Placed standard cells:
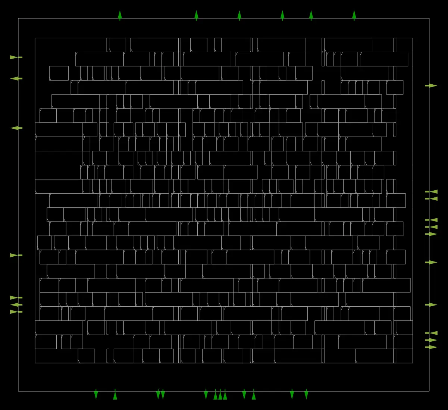
Cell classes on the final placement:
Fill, decap, tap and diode cells in gray.
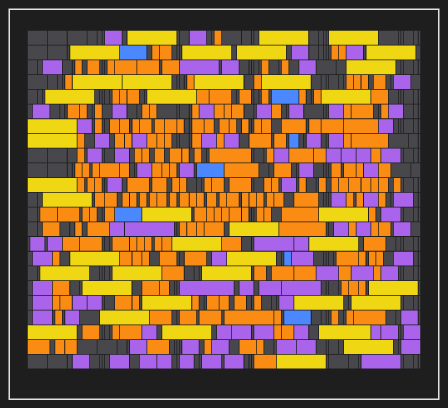
Sequential cells colored by netlist name:
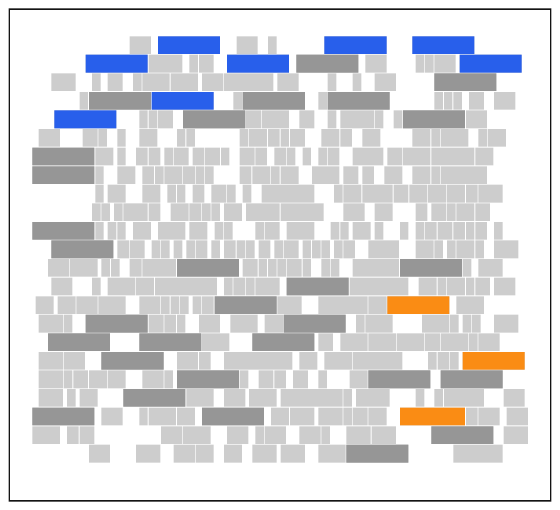
Metal layers overlaid:
Bar = 20 um. Only two layers are drawn.
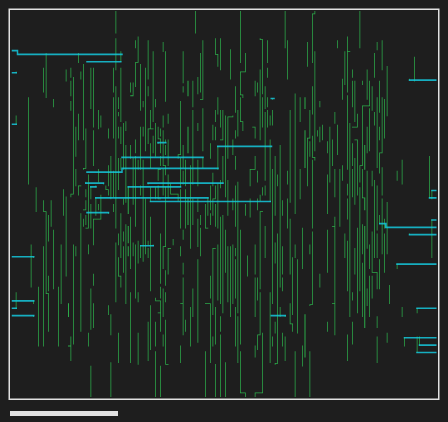
==> config.mk <==
export PLATFORM = sky130hd
export DESIGN_NAME = cd_tx_frame_ctrl
export DESIGN_NICKNAME = d
export VERILOG_FILES = /design/src/rtl/cd_tx_frame_ctrl.sv
export SDC_FILE = /design/constraint.sdc
export NUM_CORES = 1
export LEC_CHECK = 0
export ABC_AREA = 1
export CAP_MARGIN = 20
export CORE_ASPECT_RATIO = 0.9
export CORE_MARGIN = 3
export CORE_UTILIZATION = 45
export DETAILED_ROUTE_END_ITERATION = 12
export GPL_ROUTABILITY_DRIVEN = 1
export PLACE_DENSITY_LB_ADDON = 0.05
export SETUP_SLACK_MARGIN = 0.15
export SYNTH_ARGS = -nofsm -noshare
export SYNTH_HDL_FRONTEND = slang
export SYNTH_SLANG_ARGS = --single-unit
==> constraint.sdc <==
create_clock -name clk -period 1.7 [get_ports clk]
set_clock_uncertainty 0.2 [all_clocks]
set_input_delay 0.34 -clock clk [delete_from_list [all_inputs] [get_ports clk]]
set_output_delay 0.34 -clock clk [all_outputs]
set_load 0.01 [all_outputs]
==> ci_impl_report.md <==
## PnR job results

| Metric | Value |
|---|---|
| Status | complete, but fails checks |
| Violated checks | setup timing |
| Met2 wire len | around 2700 um |
| Inserted Clock Buffers | 5 |
| Flops & latches, synth | approximately 40 |
| Worst-Margin Slew | about 0.4 ns |
| Congestion Overflow GR | 0 |
| First-pass GRT wire length | ~9500 um |
| Clock Sink Count | 40 |
| Peak VDD IR | roughly 640 uV |
| Synth warnings | 0 |
| Hold WS | approximately 0.27 ns |
| Metal1 wirelength | around 2500 um |
| Top Metal Used | met4 |
| Reg power frac | roughly 36% |
| Power, Total | 3.38 mW |
| Vias in the first global route | 2170 |
| Syn-to-layout area delta | 58.1% |
| CP peak stage delay | around 0.42 ns |
| CTS tree | done |
| Syn_area_per_cell | about 7.9 um2 |
| Setup violations, final | 24 |
| Worst Hold Class | flip-flop to flip-flop |
| Crit-path cells | ha_4, nand2_2, nand2_1, nand2_1, nor2_1, nand2_1, nor2_4, nand3_4, nor2_4, nand2_2, nand2_4, nand2_1, nand2_1 |
| Sw frac | between 30% and 40% |
| Starting DRC count in detailed routing | 89 |
| Cell Area, Placed | around 2900 um2 |
| Cell area after synthesis | 2160 um2 |
| Root buffer cell | clkbuf_8 |
| RSZ-0062 raised after global routing | yes |
| Combinational power | 1.56 mW |
| Worst reg2reg path depth | 13 |
| Die x size | 79.1 um |
| Distinct cells, synth | 30 |
| Dominant combinational family | simple AND/OR/NAND/NOR gates |
| Initial antenna violation count | 0 |
| Slowest stage cell, crit path | dfrtp_1 |
| CP Data Arrival Time | roughly 2.0 ns |
| XOR/XNOR Fraction of Synth Area | less than 1% |
| Commonest non-fill, non-tap cells in the layout | 69 x nand2_1, 45 x buf_4, 39 x dfrtp_1, 29 x inv_1, 18 x dlygate4sd2_1 |
| Synthesis area per yosys | ~2200 um2 |
| Aoi share | just over 8% |
| CP delay by family, top | simple AND/OR/NAND/NOR gates |
| Final #Nets | just under 400 |
| Setup CP Type | flip-flop to flip-flop |
| Commonest cells in the synthesized netlist | 93 x nand2_1, 40 x dfrtp_1, 37 x inv_1 |
| Mux frac, synth | 0% |
| RD Place Congestion | ~0.78 |
| CTS max path bufs | 2 |
| Top cells by area | dfrtp_1 46%, nand2_1 16%, inv_1 6.4% |
| Layout cells sized above 1 | between 30 and 40% |
| Setup WS pre-CTS | -0.356 ns |
| Post-synth seq share | a little under half |
| WL met3 | 217 um |
| Worst slew margin | roughly 73% |
| Final Worst Setup Slack | -0.266 ns |
| Max Fclk | between 500 and 600 MHz |
| Minimum clock period | about 2.0 ns |
| P_sw | between 1 and 1.5 mW |
| FFs w/ async S/R, synth | 100% |
| Pre-antenna DRT Iters | 4 |
-- 'placed standard cells' (at the start) --
final cell count without fillers: 433
Seq/total area: 29.3%
fill count: 371
Layout Utilization: 75.2%
Tapcells: 62

-- 'cell classes on the final placement' (at the start) --
| color | class | cells |
|---|---|---|
| blue | clock drivers and dummy loads | 7 |
| purple | other buffers and delay cells | 91 |
| yellow | flops | 40 |
| orange | all other logic | 233 |
FP Rows: 23
Post-Layout Inst Area: 3420 um2
Core Region: 4550 um2

-- 'sequential cells colored by netlist name' (at the start) --
| color | signal | sequential cells |
|---|---|---|
| blue | `rd_addr` | 8 |
| orange | `state_q` | 3 |
Seq power: 1.22 mW
register area: 1000 um2

-- 'metal layers overlaid' (at the start) --
| color | layer | wire length |
|---|---|---|
| cyan | met3 | 217 um |
| green | met2 | 2700 um |
Total Wirelength: 5540 um
DR vias: 2084
total track usage: 21.6%
Routed WL per cell: 12.8 um

-- through the flow --
step	utilization (%)	cells	setup TNS [ns]
final	75.2	433	-5.01
after detailed placement	64.2	409	-7.21
after CTS	70.2	424	-4.20
after global placement	64.2	409	-6.46
after global routing	75.2	433	-9.11
after floorplan	-	275	-2.87
-- cell type report --
type                       instances  area, um2  share of cell area [%]
clock inverter                     1       5.00                   0.146
multi-input combinational        191       1240                    36.2
sequential                        40       1000                    29.3
timing repair buffer              91        848                    24.8
clock buffer                       6       72.6                    2.12
tap                               62       77.6                    2.27
inverter                          42        178                    5.19
-- timing repair --
item / CTS / global route
endpoints found under the setup margin: 60 / 46
setup buffers: 5 / 8
cloned: 2 / 1
pin swaps: 16 / 16
resized: 73 / 41
hold buffers: 1 / 0
hold endpoints to repair: 40 / 0
Power figures rest on the tool's default switching activity, not on a simulated workload.
